$ cat src/rtl/instruction_fetch_param.sv
// Loadable instruction fetch stage: a run-time-written program memory plus a
// one-cycle opcode/operand fetch with end-of-program and misalignment detection.
module instruction_fetch_param #(
  parameter int WORD_W = 3,
  parameter int DEPTH  = 16,
  parameter int PTR_W  = $clog2(DEPTH)
) (
  input  logic              clk,
  input  logic              rst,
  input  logic              load_start,
  input  logic              load_valid,
  input  logic [WORD_W-1:0] load_data,
  input  logic              load_last,
  output logic              load_ready,
  input  logic              restart,
  input  logic              halt,
  input  logic [PTR_W-1:0]  instr_ptr,
  output logic [WORD_W-1:0] opcode,
  output logic [WORD_W-1:0] operand,
  output logic [PTR_W-1:0]  instr_ptr_if_reg,
  output logic              fetch_valid,
  output logic              prog_done,
  output logic              fault
);

  typedef enum logic [2:0] {S_IDLE, S_LOAD, S_RUN, S_END, S_FAULT} state_t;

  localparam logic [PTR_W:0] ONE  = (PTR_W+1)'(1);
  localparam logic [PTR_W:0] LAST = (PTR_W+1)'(DEPTH-1);

  logic [WORD_W-1:0] mem_q [DEPTH];
  logic              mem_we;

  state_t            state_q, state_d;
  logic [PTR_W:0]    wr_ptr_q, wr_ptr_d;
  logic [PTR_W:0]    prog_len_q, prog_len_d;
  logic [WORD_W-1:0] opcode_q, opcode_d;
  logic [WORD_W-1:0] operand_q, operand_d;
  logic [PTR_W-1:0]  ipr_q, ipr_d;
  logic              fv_q, fv_d;
  logic              done_q, done_d;
  logic              fault_q, fault_d;
  logic              ready_q, ready_d;

  // Operand address: the pointer is even whenever a fetch happens, so ip+1 is ip|1.
  logic [PTR_W-1:0]  ip_odd;
  logic [PTR_W:0]    ip_next;
  assign ip_odd  = {instr_ptr[PTR_W-1:1], 1'b1};
  assign ip_next = {1'b0, instr_ptr} + ONE;

  // Program memory write port; contents deliberately survive reset.
  always_ff @(posedge clk) begin
    if (!rst && mem_we) mem_q[wr_ptr_q[PTR_W-1:0]] <= load_data;
  end

  // Next-state, load bookkeeping and fetch datapath.
  always_comb begin
    state_d    = state_q;
    wr_ptr_d   = wr_ptr_q;
    prog_len_d = prog_len_q;
    opcode_d   = opcode_q;
    operand_d  = operand_q;
    ipr_d      = ipr_q;
    fv_d       = fv_q;
    done_d     = done_q;
    fault_d    = fault_q;
    mem_we     = 1'b0;
    if (load_start) begin
      state_d    = S_LOAD;
      wr_ptr_d   = '0;
      prog_len_d = '0;
      fv_d       = 1'b0;
      done_d     = 1'b0;
      fault_d    = 1'b0;
    end else begin
      case (state_q)
        S_LOAD: begin
          fv_d = 1'b0;
          if (load_valid) begin
            mem_we   = 1'b1;
            wr_ptr_d = wr_ptr_q + ONE;
            if (load_last || wr_ptr_q == LAST) begin
              state_d    = S_RUN;
              prog_len_d = wr_ptr_q + ONE;
            end
          end
        end
        S_RUN: begin
          if (!halt) begin
            if (instr_ptr[0]) begin
              state_d = S_FAULT;
              fault_d = 1'b1;
              fv_d    = 1'b0;
            end else if (ip_next >= prog_len_q) begin
              state_d = S_END;
              done_d  = 1'b1;
              fv_d    = 1'b0;
            end else begin
              opcode_d  = mem_q[instr_ptr];
              operand_d = mem_q[ip_odd];
              ipr_d     = instr_ptr;
              fv_d      = 1'b1;
            end
          end
        end
        S_END, S_FAULT: begin
          fv_d = 1'b0;
          if (restart) begin
            state_d = S_RUN;
            done_d  = 1'b0;
            fault_d = 1'b0;
          end
        end
        default: fv_d = 1'b0;
      endcase
    end
    ready_d = (state_d == S_LOAD);
  end

  // State and output registers.
  always_ff @(posedge clk) begin
    if (rst) begin
      state_q    <= S_IDLE;
      wr_ptr_q   <= '0;
      prog_len_q <= '0;
      opcode_q   <= '0;
      operand_q  <= '0;
      ipr_q      <= '0;
      fv_q       <= 1'b0;
      done_q     <= 1'b0;
      fault_q    <= 1'b0;
      ready_q    <= 1'b0;
    end else begin
      state_q    <= state_d;
      wr_ptr_q   <= wr_ptr_d;
      prog_len_q <= prog_len_d;
      opcode_q   <= opcode_d;
      operand_q  <= operand_d;
      ipr_q      <= ipr_d;
      fv_q       <= fv_d;
      done_q     <= done_d;
      fault_q    <= fault_d;
      ready_q    <= ready_d;
    end
  end

  assign load_ready       = ready_q;
  assign opcode           = opcode_q;
  assign operand          = operand_q;
  assign instr_ptr_if_reg = ipr_q;
  assign fetch_valid      = fv_q;
  assign prog_done        = done_q;
  assign fault            = fault_q;

endmodule

$ cat config.mk
export PLATFORM = sky130hd
export DESIGN_NAME = instruction_fetch_param
export DESIGN_NICKNAME = d
export VERILOG_FILES = /design/src/rtl/instruction_fetch_param.sv
export SDC_FILE = /design/constraint.sdc
export NUM_CORES = 1
export LEC_CHECK = 0
export CAP_MARGIN = 15
export CORE_MARGIN = 4
export CORE_UTILIZATION = 45
export CTS_BUF_LIST = sky130_fd_sc_hd__clkbuf_4
export DETAILED_ROUTE_END_ITERATION = 12
export GPL_ROUTABILITY_DRIVEN = 1
export PLACE_DENSITY_LB_ADDON = 0.1
export REMOVE_ABC_BUFFERS = 1
export SLEW_MARGIN = 10
export SYNTH_ARGS = -nofsm -noshare
export SYNTH_HDL_FRONTEND = slang
export SYNTH_SLANG_ARGS = --single-unit
$ cat constraint.sdc
create_clock -name clk -period 3.59 [get_ports clk]
set_input_delay 0.5385 -clock clk [delete_from_list [all_inputs] [get_ports clk]]
set_output_delay 0.5385 -clock clk [all_outputs]
set_load 0.01 [all_outputs]
==> images/floorplan.png <==
Bar = 20 um. Pins as bars on the die edge.
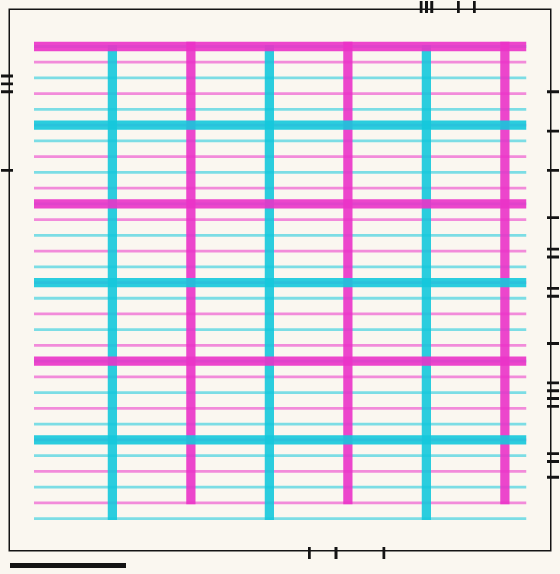
net	color
VDD	magenta
VSS	cyan
signal pins	28
met4 straps	6

==> images/m3.png <==
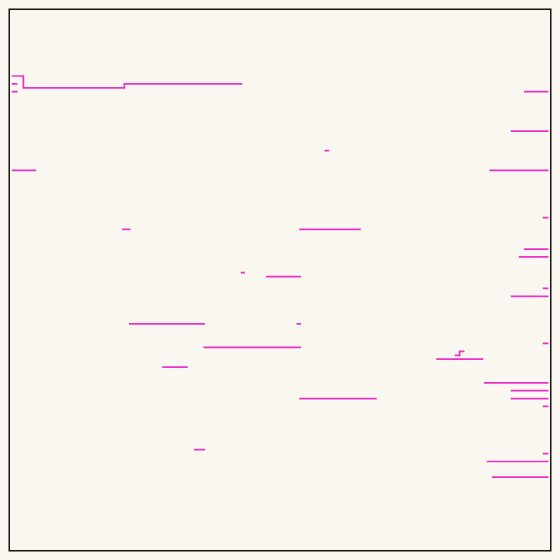
longest straight run	20.2 um
wire length on this layer	206 um

==> images/clock_nets.png <==
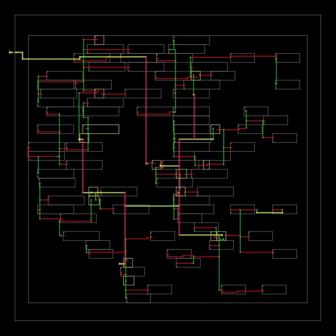
Skew-Pair Late Insertion Delay: 0.43 ns
Flop Count: 74
power drawn by the clock network: 0.520 mW

==> images/m2.png <==
Bar = 20 um.
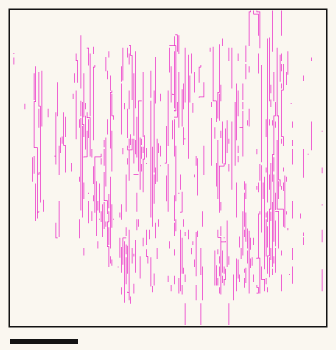
longest straight run	48.3 um
main direction	vertical
nets with wire on the layer	248
detailed-route via count: 1978
met2 demand-to-capacity share in global routing: 0.241
drt total wl: 6140 um

==> images/layers.png <==
Bar = 20 um. Only two layers are drawn.
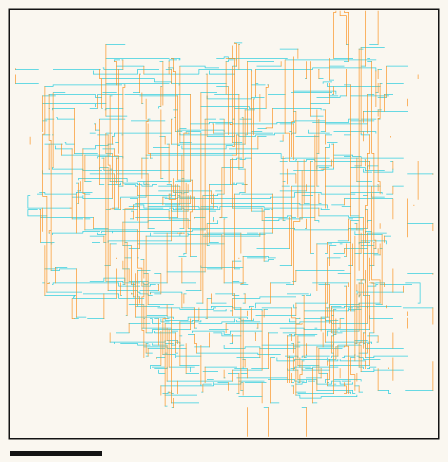
layer	color	wire length
M2	orange	2850 um
M1	cyan	2970 um

worst max-delay path by stage:
stage / startpoint / endpoint / slack (ns)
4_1_cts: instr_ptr[1] / opcode[0] / 0.92
3_5_place_dp: instr_ptr[1] / opcode[0] / 0.47
3_3_place_gp: instr_ptr[0] / opcode[0] / 0.51
6_report: instr_ptr[1] / opcode[0] / 0.93
2_1_floorplan: load_valid / mem_q[3][0] / 1.13
5_1_grt: instr_ptr[1] / opcode[0] / 0.78
final cells by class:
class	instances	area, um2	area share
multi-input combinational	162	1200	0.318
clock buffer	10	75.1	0.0199
tap	96	120	0.0318
timing repair buffer	33	313	0.0829
clock inverter	6	66.3	0.0176
sequential	74	1960	0.520
inverter	10	37.5	0.00994
metal layers:
layer | track usage | wire, um
met1 | 0.203 | 2970
met2 | 0.241 | 2850
met3 | 0.0378 | 205
met4 | 0.0733 | 113
met5 | 0 | 0
through the flow:
stage               setup WS (ns)   util  instance area (um2)  hold WS [ns]  instances
floorplan                    1.13      -                 3200         0.436        246
detailed placement          0.469  0.523                 3630         0.451        375
finish                      0.927  0.544                 3770         0.464        391
global placement            0.509  0.523                 3630         0.450        375
CTS                         0.918  0.544                 3770         0.468        391
global route                0.778  0.544                 3770         0.488        391
cells in the final DEF (no fill, tap or decap), drive strengths merged, types with 2 or more instances in the layout:
cell	instances
edfxtp	48
nor2	36
dfxtp	26
clkdlybuf4s50	26
nand2	18
mux2i	16
ha	11
inv	11
clkbuf	10
a21oi	10
nor3	9
mux4	9
nand2b	7
buf	7
a211oi	6
o21ai	5
xor2	4
clkinv	4
xnor2	3
mux2	3
and3	2
nand3	2
nor2b	2
a21o	2
o22ai	2
or2	2
==> results.txt <==
The following summarizes the physical implementation.

Run status
The flow ran to the end, and the final reports show no timing, DRC or antenna violations.

Drt
The iteration-0 DRC count of the detailed router is 148. The per-cell via count in the routed design is 5.06. TritonRoute output was used to compute an average wire per cell of 15.7 um.

Hold path
In the hold timing report, the worst path depth is 2. STA lists the startpoint of the worst hold path as prog_len_q[1]. The endpoint of the worst hold path is reported as prog_len_q[1].

The min-delay analysis places its worst path in the category reg2reg.

Placement
The last weighted congestion value of the routability-driven placer is 0.798. According to the dpl log, the detail-placed design has an HPWL of 4420 um. The number of input and output port buffers inserted is 26.

Setup path
The cell sequence reported for the critical path is clkdlybuf4s50_1 > ha_1 > and3_1 > ha_1 > a21oi_1 > nor4b_2 > o21ai_1 > or2_1 > a21oi_2. Counting both buffers and inverters, the worst setup path holds a total of 1. STA puts the critical path data arrival time at 3.02 ns. The setup path with the least slack is of type in2reg. The register-to-register setup slack is 1.34 ns. The depth of the most critical reg-to-reg path is 5.

In this design, the largest share of critical-path delay is due to simple AND/OR/NAND/NOR gates. The slowest library cell on the worst path is sky130_fd_sc_hd__clkdlybuf4s50_1. The delay of the slowest cell on the worst path is 0.46 ns. The most used cell along the critical path is sky130_fd_sc_hd__ha_1. The type of element capturing the critical path is a flip-flop. STA lists the maximum fanout along the critical path as 10.

Power
For this design the total switching power over the nets is 0.359 mW. The leakage power total is 1.35 nW. The switching part of the total is 0.233. The internal power component is 1.18 mW.

The combinational cell power is 0.110 mW. The share of power burned in the clock network is 0.337. After layout, the design draws a total of 1.54 mW.

Final layout
The filler cells instantiated in the layout total 611. 0 antenna diodes ended up in the layout. The layout summary lists the proportion of cells stronger than drive strength 1 as 0.132. At the end of the flow, the number of nets in the layout was 315. The signed area change from the synthesized netlist to the final layout is 15.2%. The number of flip-flops under the largest register name is 48.

Clock tree
The cell sitting at the root of the clock tree is a sky130_fd_sc_hd__clkbuf_4. The tree built by TritonCTS fans out to 74 sinks. The count of instances resized after the clock tree is built is 0. The CTS tree is yes.

The CTS report gives the tree buffer count as 9. The post-CTS repair timing setup buffer count is 0. The registers of the reported paths see a clock transition of 0.11 ns.

No sink is reached through more buffers than the 2 on the longest clock path.

Logic synthesis
The yosys warning tally is 0. Yosys reports that the most numerous cell types are sky130_fd_sc_hd__edfxtp_1, sky130_fd_sc_hd__nor2_1, sky130_fd_sc_hd__dfxtp_1. For this run, the register share of the synthesized area comes to 0.598. The cell-mix breakdown from Yosys lists the XOR/XNOR area share as 0.0187. The synthesis report names the predominant flop master as sky130_fd_sc_hd__edfxtp_1. In this run, distinct cell masters in the synthesized netlist total 43.

The post-synthesis async set-or-reset flop share is 0. The cell area after synthesis is 3280 um2. After synthesis, the largest family of logic cells by area is multiplexers. The share of synthesized area in the top cell type comes to 0.440. In this run, the synthesized area fraction spent on AND-OR/OR-AND gates is recorded as 0.0641.

The number of cells reported by Yosys stat comes to 261. The dominant cell by count in the synthesized netlist is sky130_fd_sc_hd__edfxtp_1. The library cell occupying the most area in the post-synthesis netlist is sky130_fd_sc_hd__edfxtp_1.

Post-synthesis, Yosys gives the total cell area as 3280 um2.

STA
The count of final setup violators is 0. The peak clock frequency supported by timing is 0.376 GHz. On the final layout, the worst clock skew is 0.0274 ns. The period utilization is 0.742. The measured slew at the worst slew-check pin is 0.962 ns. Setup repair after global routing left no endpoint under its margin.

The number of max-slew violations in the final report is 0. Per the slew report, the remaining headroom to the max-slew limit stands at 0.354.

Global route
Entering global routing, the biggest net connects 17 pins. The wire length of the first global-routing pass is 9980 um. The via count of the first global-routing pass came to 1929.

Job
In this run the maximum-capacitance check reported violations numbering 0. The logs give a warning total of 28.

Floorplan
Measured along the y axis, the die boundary spans 93.4 um. The cell row count is 30. The horizontal extent of the die is 93.4 um.

The number of primary I/O pins is 28.
Power and IR drop assume default switching activity.
